File: src/rtl/alu_pkg.sv
// rtl/alu_pkg.sv - shared widths, op codes and FSM state encoding for the ALU arbiter
package alu_pkg;

   localparam int DATA_W_DEF = 32;
   localparam int OP_W_DEF   = 3;

   localparam logic [2:0] OP_ADD = 3'b000;
   localparam logic [2:0] OP_SUB = 3'b001;
   localparam logic [2:0] OP_AND = 3'b010;
   localparam logic [2:0] OP_OR  = 3'b011;

   localparam logic [1:0] ST_IDLE = 2'd0;
   localparam logic [1:0] ST_EXEC = 2'd1;
   localparam logic [1:0] ST_RESP = 2'd2;

endpackage

File: src/rtl/alu_arbiter_alu.sv
// rtl/alu_arbiter_alu.sv - combinational ALU shared by both requesters
module alu_arbiter_alu
   import alu_pkg::*;
#(
   parameter int DATA_W = DATA_W_DEF,
   parameter int OP_W   = OP_W_DEF
) (
   input  logic [DATA_W-1:0] a,
   input  logic [DATA_W-1:0] b,
   input  logic [OP_W-1:0]   op,
   output logic [DATA_W-1:0] result,
   output logic              zero,
   output logic              illegal
);

   // Unknown codes leave result at zero, which also makes zero assert.
   always_comb begin
      result  = '0;
      illegal = 1'b0;
      case (op)
         OP_W'(OP_ADD): result = a + b;
         OP_W'(OP_SUB): result = a - b;
         OP_W'(OP_AND): result = a & b;
         OP_W'(OP_OR):  result = a | b;
         default:       illegal = 1'b1;
      endcase
   end

   assign zero = (result == '0);

endmodule

File: src/rtl/alu_arbiter.sv
// rtl/alu_arbiter.sv - two-requester round-robin front end to one ALU; ALU_ARB_PERF_EN adds grant counters
module alu_arbiter
   import alu_pkg::*;
#(
   parameter int DATA_W = DATA_W_DEF,
   parameter int OP_W   = OP_W_DEF
) (
   input  logic              clk,
   input  logic              reset,
   input  logic              req0_valid,
   output logic              req0_ready,
   input  logic [DATA_W-1:0] req0_a,
   input  logic [DATA_W-1:0] req0_b,
   input  logic [OP_W-1:0]   req0_op,
   input  logic              req1_valid,
   output logic              req1_ready,
   input  logic [DATA_W-1:0] req1_a,
   input  logic [DATA_W-1:0] req1_b,
   input  logic [OP_W-1:0]   req1_op,
   output logic              rsp_valid,
   input  logic              rsp_ready,
   output logic              rsp_id,
   output logic [DATA_W-1:0] rsp_result,
   output logic              rsp_zero,
   output logic              rsp_illegal
`ifdef ALU_ARB_PERF_EN
   ,
   output logic [15:0]       grant_cnt0,
   output logic [15:0]       grant_cnt1
`endif
);

   logic [1:0]        state;
   logic              last_grant;
   logic [DATA_W-1:0] lat_a;
   logic [DATA_W-1:0] lat_b;
   logic [OP_W-1:0]   lat_op;
   logic              lat_id;
   logic              idle;
   logic              grant0;
   logic              grant1;
   logic [DATA_W-1:0] alu_result;
   logic              alu_zero;
   logic              alu_illegal;

   // Requester 0 wins unless requester 1 is also asking and 0 was served last.
   assign idle       = (state == ST_IDLE);
   assign grant0     = idle & req0_valid & (~req1_valid | last_grant);
   assign grant1     = idle & req1_valid & ~grant0;
   assign req0_ready = grant0;
   assign req1_ready = grant1;

   alu_arbiter_alu #(
      .DATA_W (DATA_W),
      .OP_W   (OP_W)
   ) u_alu (
      .a       (lat_a),
      .b       (lat_b),
      .op      (lat_op),
      .result  (alu_result),
      .zero    (alu_zero),
      .illegal (alu_illegal)
   );

   always_ff @(posedge clk or posedge reset) begin
      if (reset) begin
         state       <= ST_IDLE;
         last_grant  <= 1'b1;
         lat_a       <= '0;
         lat_b       <= '0;
         lat_op      <= '0;
         lat_id      <= 1'b0;
         rsp_valid   <= 1'b0;
         rsp_id      <= 1'b0;
         rsp_result  <= '0;
         rsp_zero    <= 1'b0;
         rsp_illegal <= 1'b0;
      end else begin
         case (state)
            ST_IDLE: begin
               if (grant0 | grant1) begin
                  lat_a      <= grant1 ? req1_a  : req0_a;
                  lat_b      <= grant1 ? req1_b  : req0_b;
                  lat_op     <= grant1 ? req1_op : req0_op;
                  lat_id     <= grant1;
                  last_grant <= grant1;
                  state      <= ST_EXEC;
               end
            end
            ST_EXEC: begin
               rsp_result  <= alu_result;
               rsp_zero    <= alu_zero;
               rsp_illegal <= alu_illegal;
               rsp_id      <= lat_id;
               rsp_valid   <= 1'b1;
               state       <= ST_RESP;
            end
            ST_RESP: begin
               if (rsp_ready) begin
                  rsp_valid <= 1'b0;
                  state     <= ST_IDLE;
               end
            end
            default: state <= ST_IDLE;
         endcase
      end
   end

`ifdef ALU_ARB_PERF_EN
   always_ff @(posedge clk or posedge reset) begin
      if (reset) begin
         grant_cnt0 <= '0;
         grant_cnt1 <= '0;
      end else begin
         if (grant0 && grant_cnt0 != 16'hFFFF) grant_cnt0 <= grant_cnt0 + 16'd1;
         if (grant1 && grant_cnt1 != 16'hFFFF) grant_cnt1 <= grant_cnt1 + 16'd1;
      end
   end
`endif

endmodule

File: config.mk
export PLATFORM = sky130hd
export DESIGN_NAME = alu_arbiter
export DESIGN_NICKNAME = d
export VERILOG_FILES = /design/src/rtl/alu_pkg.sv /design/src/rtl/alu_arbiter_alu.sv /design/src/rtl/alu_arbiter.sv
export SDC_FILE = /design/constraint.sdc
export NUM_CORES = 1
export LEC_CHECK = 0
export CORE_UTILIZATION = 51
export DETAILED_ROUTE_END_ITERATION = 7
export PLACE_DENSITY = 0.9
export SLEW_MARGIN = 0
export SYNTH_ARGS = -nofsm -noshare
export SYNTH_HDL_FRONTEND = slang
export SYNTH_SLANG_ARGS = --single-unit
File: constraint.sdc
create_clock -name clk -period 6 [get_ports clk]
set_clock_uncertainty 0.15 [all_clocks]
set_input_delay 1.2 -clock clk [delete_from_list [all_inputs] [get_ports clk]]
set_output_delay 1.2 -clock clk [all_outputs]
set_load 0.01 [all_outputs]
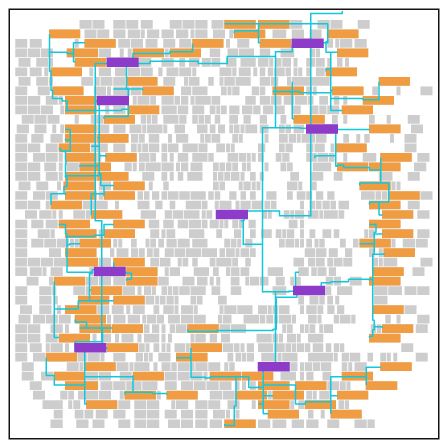
Run 1: clock wires, drivers and flops
- purple: cells driving clock nets (count 9)
- cyan: clock wires (length 1260 µm)
- orange: flip-flops (count 107)
- flops lie: all over the die
- routed clock nets: 10
clock latency on the worst-skew pair: 0.36 ns

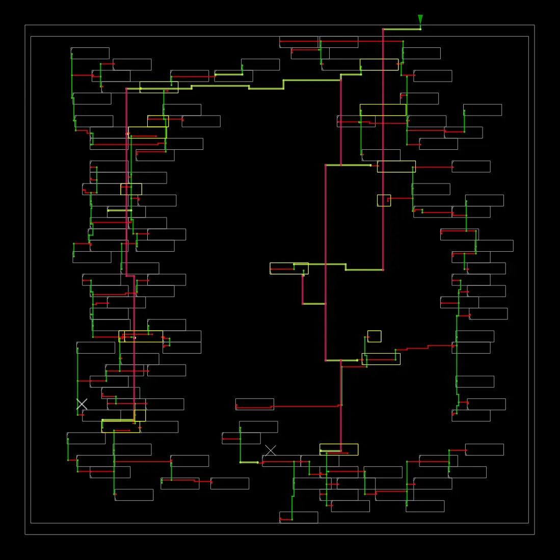
Run 1: clock routing
flop count: 107
total clock sinks: 107

==> flow_metrics.rpt, run 1 <==
IMPLEMENTATION SUMMARY REPORT
----------------------------------------------------
[Yosys]
  Dominant combinational family ........................ AND-OR/OR-AND gates
  Area share of the largest cell type after synthesis ........................ 0.359
  Mux share of post-synthesis cell area ........................ 0.0193
  Avg Inst Size Synth ........................ 8.63 µm²
  Synth Seq Share ........................ 0.362
  Cell area leaders ........................ sky130_fd_sc_hd__dfrtp_1, sky130_fd_sc_hd__a222oi_1, sky130_fd_sc_hd__ha_1
  Post-Synth Simple-Gate Area ........................ 0.142
  Synth Area in Compound Gates ........................ 0.271
  Post-synth top flop ........................ sky130_fd_sc_hd__dfrtp_1
  EDFF count, synth ........................ 0
  Number of cell instances after yosys synthesis ........................ 857
  Synth Area in XOR/XNOR ........................ 0.0533
  Number of nets in the synthesized netlist ........................ 1031
  Mapped cell area ........................ 7390 µm²
  Number of unique standard cell types used by synthesis ........................ 64
  Most common cell in the synthesized netlist ........................ sky130_fd_sc_hd__dfrtp_1

[Floorplanning]
  Die height ........................ 122 µm
  Chip area ........................ 15000 µm²
  Floorplan core area ........................ 14000 µm²
  Total number of tap cells ........................ 180
  I/O pins ........................ 177
  Fp_density ........................ 0.529

[Final timing]
  Max-slew violations ........................ 0
  Post-Route Hold Slack ........................ 0.328 ns
  RSZ-0062 raised after global routing ........................ no
  Final sum of negative setup slack ........................ 0 ns
  Tightest Pin Transition ........................ 0.701 ns
  Worst-case setup margin in the final layout ........................ 1.07 ns
  Peak clock frequency supported by timing ........................ 0.203 GHz
  Fin crit share ........................ 0.821

[Routing]
  Via count ........................ 7453
  Met3 wire length ........................ 2.31 mm
  Remaining design rule violation count ........................ 3
  Detailed route wirelength on metal2 ........................ 9.81 mm
  Violation count after the first detailed-routing iteration ........................ 883
  Number of nets with antenna violations after routing ........................ 0
  Vias/cell ........................ 6.29
  Met1 WL ........................ 9.93 mm

[Placed design]
  DPL Wire Length ........................ 17.4 mm
  Port Buf Inserts ........................ 176
  Worst-case setup slack after placement ........................ 1.16 ns
  Placed instance count ........................ 1169
  Area after DPL ........................ 9290 µm²

[Final layout]
  Non-clk bufs ........................ 187
  Clk_buf instances ........................ 12
  Final standard cell utilization of the core ........................ 0.686
  Count of non-filler cells in the finished layout ........................ 1185
  Registers with the most flip-flops ........................ lat_a (32), lat_b (32), rsp_result (32)
  Final instance area ........................ 9600 µm²
  Antenna diode instance count ........................ 0
  Final Net Count ........................ 1174
  Non-clock inverter count in the final layout ........................ 82
  Most numerous logic cells after layout ........................ sky130_fd_sc_hd__clkdlybuf4s50_1, sky130_fd_sc_hd__dfrtp_1, sky130_fd_sc_hd__nand2_1, sky130_fd_sc_hd__inv_1, sky130_fd_sc_hd__a222oi_1
  Number of multi-input logic gates ........................ 613
  ClkCell Share ........................ 0.0325
  Fraction of final layout cells sized beyond drive strength 1 ........................ 0.0517
  Sequential Area ........................ 2680 µm²
  Synth-to-layout area growth ........................ 29.8%

[Global routing]
  Met2 global-route usage ........................ 0.453
  First-pass GRT wire length ........................ 35.5 mm
  Global-route track usage on met3 ........................ 0.0548
  GRT Util Overall ........................ 0.307
  Global-route congestion overflow total ........................ 0
  Met1 track demand over resource ........................ 0.451
  Number of antenna violations at the first check in global routing ........................ 0

[Setup path]
  Startpoint of the lowest-slack register-to-register path ........................ lat_b[11]
  Number of logic stages on the critical path including buffering ........................ 17
  Crit path launch type ........................ flip-flop
  Delay of the slowest cell on the worst path ........................ 0.61 ns
  Cell family with the largest share of critical-path delay ........................ simple AND/OR/NAND/NOR gates
  Register-to-Register Setup Slack ........................ 1.07 ns
  Critical path's slowest cell ........................ sky130_fd_sc_hd__or4_1
  Maximum fanout count along the critical path ........................ 9
  Worst Setup EP ........................ rsp_zero
  Critical path buffer and inverter count ........................ 0
  Critical Path Source ........................ lat_b[11]
  Arrival time reported for the critical path endpoint ........................ 5.05 ns

[Outcome]
  Outcome ........................ complete, but fails checks
  Violated checks ........................ design-rule violations

[CTS]
  Number of buffers inserted by post-CTS setup repair ........................ 0
  Number of buffers created by CTS ........................ 9
  TritonCTS clock tree ........................ built
  Clock H-tree levels ........................ 3
  Cts-stage hold buffer count ........................ 0
  Cells resized by post-CTS repair ........................ 0

[Flow run]
  Stage-log warning count ........................ 28

[Min path]
  Hold path startpoint ........................ rsp_result[22]
  Count of cells along the worst hold path ........................ 2

----------------------------------------------------
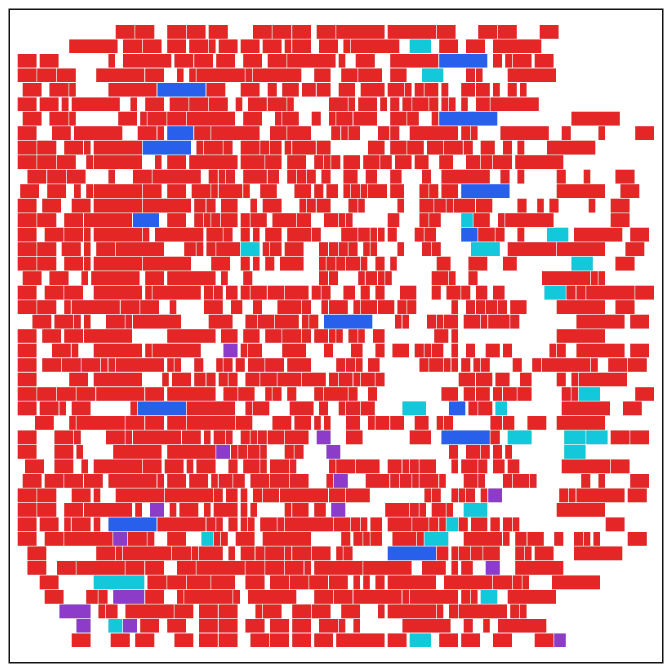
Run 1: sizing map
- blue: drive 6 and up (cells 14; most used clkbuf_16)
- purple: drive 3 to 4 (cells 15; most used buf_4)
- red: drive 1 or less (cells 953; most used clkdlybuf4s50_1)
- cyan: drive 2 (cells 23; most used mux2_2)

==> run 1 -> run 2 <==
--- a/config.mk
+++ b/config.mk
@@ -5,9 +5,9 @@
 export SDC_FILE = /design/constraint.sdc
 export NUM_CORES = 1
 export LEC_CHECK = 0
-export CORE_UTILIZATION = 51
+export CORE_UTILIZATION = 46
 export DETAILED_ROUTE_END_ITERATION = 7
-export PLACE_DENSITY = 0.9
+export PLACE_DENSITY = 0.86
 export SLEW_MARGIN = 0
 export SYNTH_ARGS = -nofsm -noshare
 export SYNTH_HDL_FRONTEND = slang
==> constraint.sdc (replaced) <==
create_clock -name clk -period 4.28 [get_ports clk]
set_clock_uncertainty 0.15 [all_clocks]
set_input_delay 0.856 -clock clk [delete_from_list [all_inputs] [get_ports clk]]
set_output_delay 0.856 -clock clk [all_outputs]
set_load 0.01 [all_outputs]
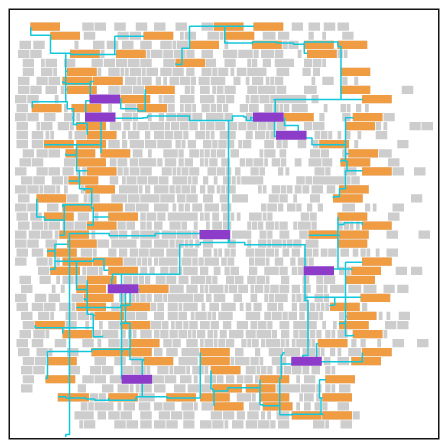
Run 2: clock wires, drivers and flops

==> run 2 against run 1 <==
The run ends with design-rule violations, negative setup slack left; cell count grew 9.5%; global-route usage decreased by 1.5 points; synthesized cell count did not move; via count grew 5.5%; routed wire length rose by 7.3%; non-clock buffer count rose by 82; design area increased by 10%; sequential share of layout area decreased by 2.5 points; critical endpoint unchanged.
==> flow_metrics.rpt, run 2 <==
IMPLEMENTATION SUMMARY REPORT
----------------------------------------------------
[Outcome]
  Outcome ........................ complete, but fails checks
  Violated checks ........................ design-rule violations, negative setup slack

[Floorplanning]
  Chip area ........................ 16600 µm²
  Fp_density ........................ 0.479
  Die height ........................ 129 µm
  I/O pins ........................ 177
  Floorplan core area ........................ 15400 µm²

[Final layout]
  Non-clk bufs ........................ 269
  Count of non-filler cells in the finished layout ........................ 1298
  Sequential Area ........................ 2680 µm²
  Registers with the most flip-flops ........................ lat_a (32), lat_b (32), rsp_result (32)
  Non-clock inverter count in the final layout ........................ 82
  Antenna diode instance count ........................ 0
  ClkCell Share ........................ 0.0297
  Clk_buf instances ........................ 13
  Fraction of final layout cells sized beyond drive strength 1 ........................ 0.167
  Final Net Count ........................ 1256
  Final standard cell utilization of the core ........................ 0.685
  Number of multi-input logic gates ........................ 613

[Yosys]
  Number of nets in the synthesized netlist ........................ 1031
  Cell area leaders ........................ sky130_fd_sc_hd__dfrtp_1, sky130_fd_sc_hd__a222oi_1, sky130_fd_sc_hd__ha_1
  EDFF count, synth ........................ 0
  Post-Synth Simple-Gate Area ........................ 0.142
  Post-synth top flop ........................ sky130_fd_sc_hd__dfrtp_1
  Most common cell in the synthesized netlist ........................ sky130_fd_sc_hd__dfrtp_1
  Dominant combinational family ........................ AND-OR/OR-AND gates
  Number of unique standard cell types used by synthesis ........................ 64
  Avg Inst Size Synth ........................ 8.63 µm²
  Synth Area in Compound Gates ........................ 0.271
  Synth Area in XOR/XNOR ........................ 0.0533
  Synth Seq Share ........................ 0.362
  Mapped cell area ........................ 7390 µm²
  Number of cell instances after yosys synthesis ........................ 857

[Routing]
  Detailed route wirelength on metal2 ........................ 10.7 mm
  Met3 wire length ........................ 2.29 mm
  Via count ........................ 7861
  Violation count after the first detailed-routing iteration ........................ 917
  Number of nets with antenna violations after routing ........................ 0
  Remaining design rule violation count ........................ 18

[Final timing]
  Worst-case setup margin in the final layout ........................ -0.0820 ns
  RSZ-0062 raised after global routing ........................ yes
  Tightest Pin Transition ........................ 0.823 ns
  Final setup fails ........................ 1
  Fin crit share ........................ 1.02
  Max-slew violations ........................ 0
  Final sum of negative setup slack ........................ -0.0820 ns

[CTS]
  Cells resized by post-CTS repair ........................ 18
  Number of buffers created by CTS ........................ 9
  TritonCTS clock tree ........................ built
  Cts-stage hold buffer count ........................ 0
  Number of buffers inserted by post-CTS setup repair ........................ 1
  Total clock sinks ........................ 107

[Setup path]
  Arrival time reported for the critical path endpoint ........................ 4.48 ns
  Startpoint of the lowest-slack register-to-register path ........................ lat_b[0]
  Critical path buffer and inverter count ........................ 1
  Number of logic stages on the critical path including buffering ........................ 19
  Worst Setup EP ........................ rsp_zero
  Register-to-Register Setup Slack ........................ -0.08 ns
  Crit path launch type ........................ flip-flop

[Min path]
  Hold path startpoint ........................ rsp_result[26]

[Placed design]
  Port Buf Inserts ........................ 176
  DPL Wire Length ........................ 18.1 mm
  Worst-case setup slack after placement ........................ -0.204 ns
  Placed instance count ........................ 1270

[Global routing]
  Met2 global-route usage ........................ 0.445
  GRT Util Overall ........................ 0.292
  Met1 track demand over resource ........................ 0.415
  First-pass GRT wire length ........................ 37.8 mm

[Flow run]
  Stage-log warning count ........................ 29

----------------------------------------------------
==> run 2 -> run 3 <==
--- a/config.mk
+++ b/config.mk
@@ -5,10 +5,12 @@
 export SDC_FILE = /design/constraint.sdc
 export NUM_CORES = 1
 export LEC_CHECK = 0
-export CORE_UTILIZATION = 46
+export CORE_UTILIZATION = 59
 export DETAILED_ROUTE_END_ITERATION = 7
+export DONT_BUFFER_PORTS = 1
 export PLACE_DENSITY = 0.86
 export SLEW_MARGIN = 0
 export SYNTH_ARGS = -nofsm -noshare
 export SYNTH_HDL_FRONTEND = slang
+export SYNTH_HIERARCHICAL = 1
 export SYNTH_SLANG_ARGS = --single-unit
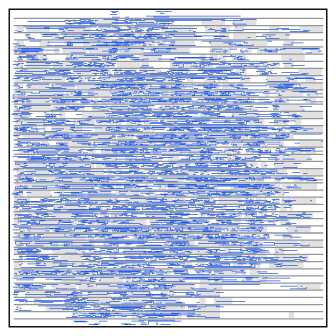
Run 3: signal wires on met1
Supply wires on this layer in grey.
- share of all routed wire: 43%
- main direction: horizontal
final wirelength: 26.8 mm
met1 track demand over resource: 0.549
via count: 8138

==> run 3 against run 2 <==
The flow finishes with violations (negative setup slack); count of clock-buffer cells in the layout fell by 2; routed wire length grew 11%; worst hold slack worse by 0.066 ns; setup slack got worse by 0.12 ns; maximum frequency is 2.6% lower; sequential cell count stayed put; global-route usage rose by 8.8 points; synthesized cell count is 7.8% higher; register-to-register slack worse by 0.12 ns; first-iteration DRC count up 1.6%.
==> flow_metrics.rpt, run 3 <==
IMPLEMENTATION SUMMARY REPORT
----------------------------------------------------
[Yosys]
  Number of unique standard cell types used by synthesis ........................ 73
  Post-synth top flop ........................ sky130_fd_sc_hd__dfrtp_1
  Mapped cell area ........................ 8240 µm²
  Synth Area in Compound Gates ........................ 0.297
  Mux share of post-synthesis cell area ........................ 0.0492
  Dominant combinational family ........................ AND-OR/OR-AND gates
  Number of cell instances after yosys synthesis ........................ 924
  Synth Area in XOR/XNOR ........................ 0.0583
  Chip area estimate from yosys synthesis ........................ 8240 µm²
  Post-Synth Simple-Gate Area ........................ 0.152
  Leading area contributor after synthesis ........................ sky130_fd_sc_hd__dfrtp_1
  Area share of the largest cell type after synthesis ........................ 0.322
  Avg Inst Size Synth ........................ 8.91 µm²
  Synth Seq Share ........................ 0.325
  Cell area leaders ........................ sky130_fd_sc_hd__dfrtp_1, sky130_fd_sc_hd__o311ai_0, sky130_fd_sc_hd__o2bb2ai_1
  EDFF count, synth ........................ 0
  Number of nets in the synthesized netlist ........................ 1098
  Most common cell in the synthesized netlist ........................ sky130_fd_sc_hd__dfrtp_1

[Final layout]
  Clk_buf instances ........................ 11
  Most numerous logic cells after layout ........................ sky130_fd_sc_hd__buf_4, sky130_fd_sc_hd__dfrtp_1, sky130_fd_sc_hd__nor3_1, sky130_fd_sc_hd__o311ai_0, sky130_fd_sc_hd__o2bb2ai_1
  Count of non-filler cells in the finished layout ........................ 1154
  Final instance area ........................ 9490 µm²
  Logic share of the area ........................ 0.563
  Final standard cell utilization of the core ........................ 0.705
  Final Net Count ........................ 1147
  Layout buffering overhead excluding clock cells ........................ 0.0923
  Share of the final layout cell area in sequential cells ........................ 0.282
  Non-clk bufs ........................ 115
  Fillers ........................ 1044
  Registers with the most flip-flops ........................ lat_a (32), lat_b (32), rsp_result (32)
  Fraction of final layout cells sized beyond drive strength 1 ........................ 0.236
  Flop count ........................ 107
  Number of multi-input logic gates ........................ 722
  Synth-to-layout area growth ........................ 15.2%
  Antenna diode instance count ........................ 0
  Non-clock inverter count in the final layout ........................ 18
  ClkCell Share ........................ 0.0314
  Sequential Area ........................ 2680 µm²
  Max-area cell class ........................ multi-input combinational cells

[Setup path]
  Worst Path Required ........................ 4.38 ns
  Number of logic stages on the critical path including buffering ........................ 20
  Crit path launch type ........................ flip-flop
  Type of the setup path with the least slack ........................ reg -> reg
  Cell family with the largest share of critical-path delay ........................ simple AND/OR/NAND/NOR gates
  Critical path buffer and inverter count ........................ 3
  Arrival time reported for the critical path endpoint ........................ 4.58 ns
  Critical path's slowest cell ........................ sky130_fd_sc_hd__or4_4
  Maximum fanout count along the critical path ........................ 4
  Crit path top cell by count ........................ sky130_fd_sc_hd__buf_4
  Cell count of the worst reg-to-reg path ........................ 20
  CP Cell Sequence ........................ or4_4 -> nand2b_4 -> or4_4 -> nor3_4 -> buf_4 -> a21oi_2 -> xnor2_1 -> ha_1 -> o21a_1 -> a21oi_2 -> buf_4 -> o211ai_1 -> a21oi_1 -> o41ai_2 -> buf_4 -> xnor2_2 -> o21ai_2 -> nand4b_1 -> nor2_1 -> mux2_2
  Critical Path Source ........................ lat_b[11]
  Worst Setup EP ........................ rsp_zero
  Startpoint of the lowest-slack register-to-register path ........................ lat_b[11]
  Register-to-Register Setup Slack ........................ -0.20 ns
  Delay of the slowest cell on the worst path ........................ 0.54 ns

[Floorplanning]
  Die height ........................ 120 µm
  Fp_density ........................ 0.612
  Chip area ........................ 14400 µm²
  Width of the chip ........................ 120 µm
  I/O pins ........................ 177
  Floorplan core area ........................ 13500 µm²
  Total number of tap cells ........................ 176

[Placed design]
  Area after DPL ........................ 8990 µm²
  DPL Wire Length ........................ 19.3 mm
  Worst-case setup slack after placement ........................ -0.225 ns
  Routability cong. ........................ 0.977
  Port Buf Inserts ........................ 0
  Placed instance count ........................ 1129

[CTS]
  Number of buffers created by CTS ........................ 9
  Cts-stage hold buffer count ........................ 0
  Clock root buffer ........................ sky130_fd_sc_hd__clkbuf_16
  Total clock sinks ........................ 107
  Cells resized by post-CTS repair ........................ 19
  TritonCTS clock tree ........................ built
  Number of buffers between clock root and the deepest sink ........................ 2
  Clock latency on the worst-skew pair ........................ 0.37 ns
  Clock H-tree levels ........................ 3
  Number of buffers inserted by post-CTS setup repair ........................ 6

[Final timing]
  Worst-case setup margin in the final layout ........................ -0.199 ns
  Peak clock frequency supported by timing ........................ 0.223 GHz
  Max-slew violations ........................ 0
  RSZ-0062 raised after global routing ........................ yes
  Final setup fails ........................ 2
  Post-Route Hold Slack ........................ 0.260 ns
  Clock period minus final worst setup slack ........................ 4.48 ns
  Fin crit share ........................ 1.05
  Max_slew headroom ........................ 0.257
  Tightest Pin Transition ........................ 1.11 ns
  Final sum of negative setup slack ........................ -0.307 ns

[Routing]
  Met3 wire length ........................ 2.98 mm
  Remaining design rule violation count ........................ 0
  Final routed wire length divided by cell count ........................ 23.2 µm
  Number of nets with antenna violations after routing ........................ 0
  Detailed route wirelength on metal2 ........................ 11.5 mm
  Violation count after the first detailed-routing iteration ........................ 932
  Vias/cell ........................ 7.05
  Met1 WL ........................ 11.6 mm

[Global routing]
  Met2 global-route usage ........................ 0.557
  First-pass GRT wire length ........................ 42.4 mm
  Global-route track usage on met3 ........................ 0.0879
  Number of global-route vias before repair ........................ 7680
  Global-route congestion overflow total ........................ 0
  Busiest layer in global routing ........................ met2
  GRT Util Overall ........................ 0.381
  Number of antenna violations at the first check in global routing ........................ 0

[Flow run]
  Max-cap violations ........................ 0
  Stage-log warning count ........................ 30

[Outcome]
  Violated checks ........................ negative setup slack
  Outcome ........................ complete, but fails checks

----------------------------------------------------

==> layout pictures side by side <==
Placed cells, one colour a class.
Plate I
Bar = 20 µm.
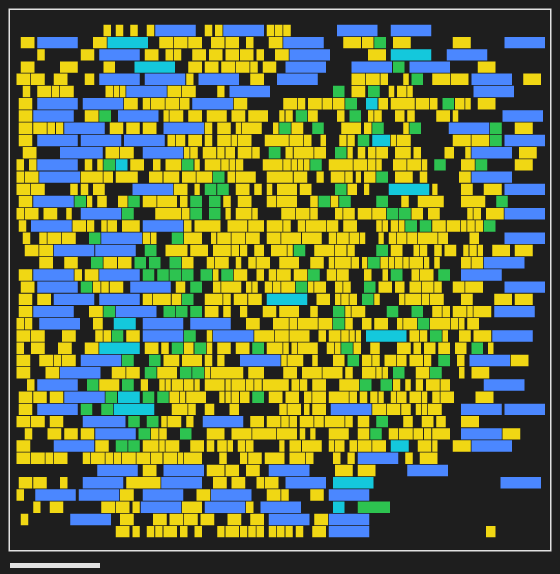
Plate II
Bar = 50 µm.
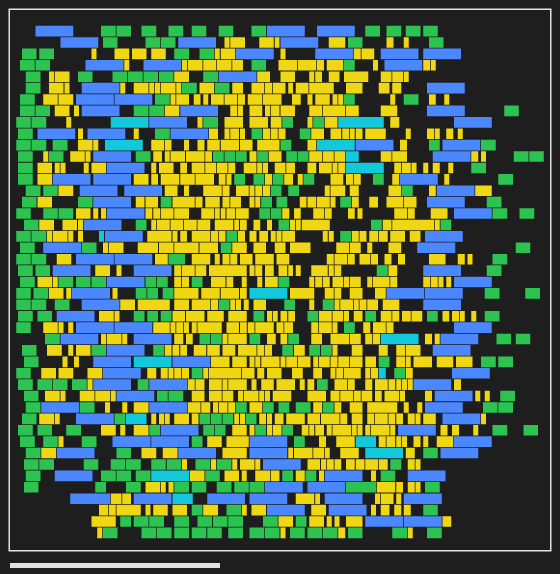
Plate III
Bar = 20 µm.
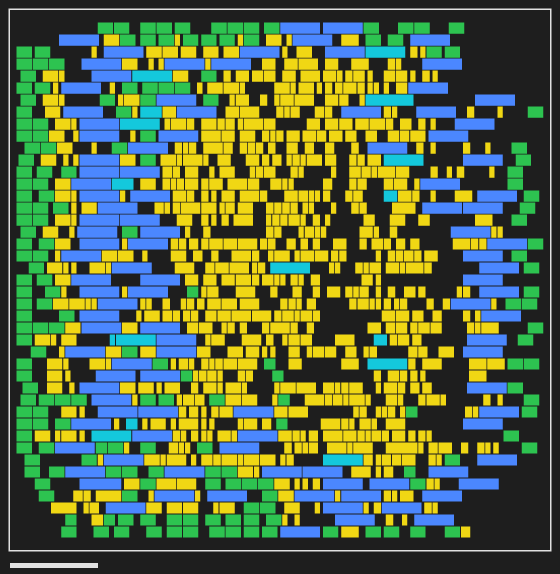
Plate III comes from run 1.
Plate II comes from run 2.
Plate I comes from run 3.

Key to Plate III:
- green: other buffers and delay cells (cells 187)
- blue: flip-flops (cells 107)
- cyan: clock drivers and dummy loads (cells 16)
- yellow: all other logic (cells 695)

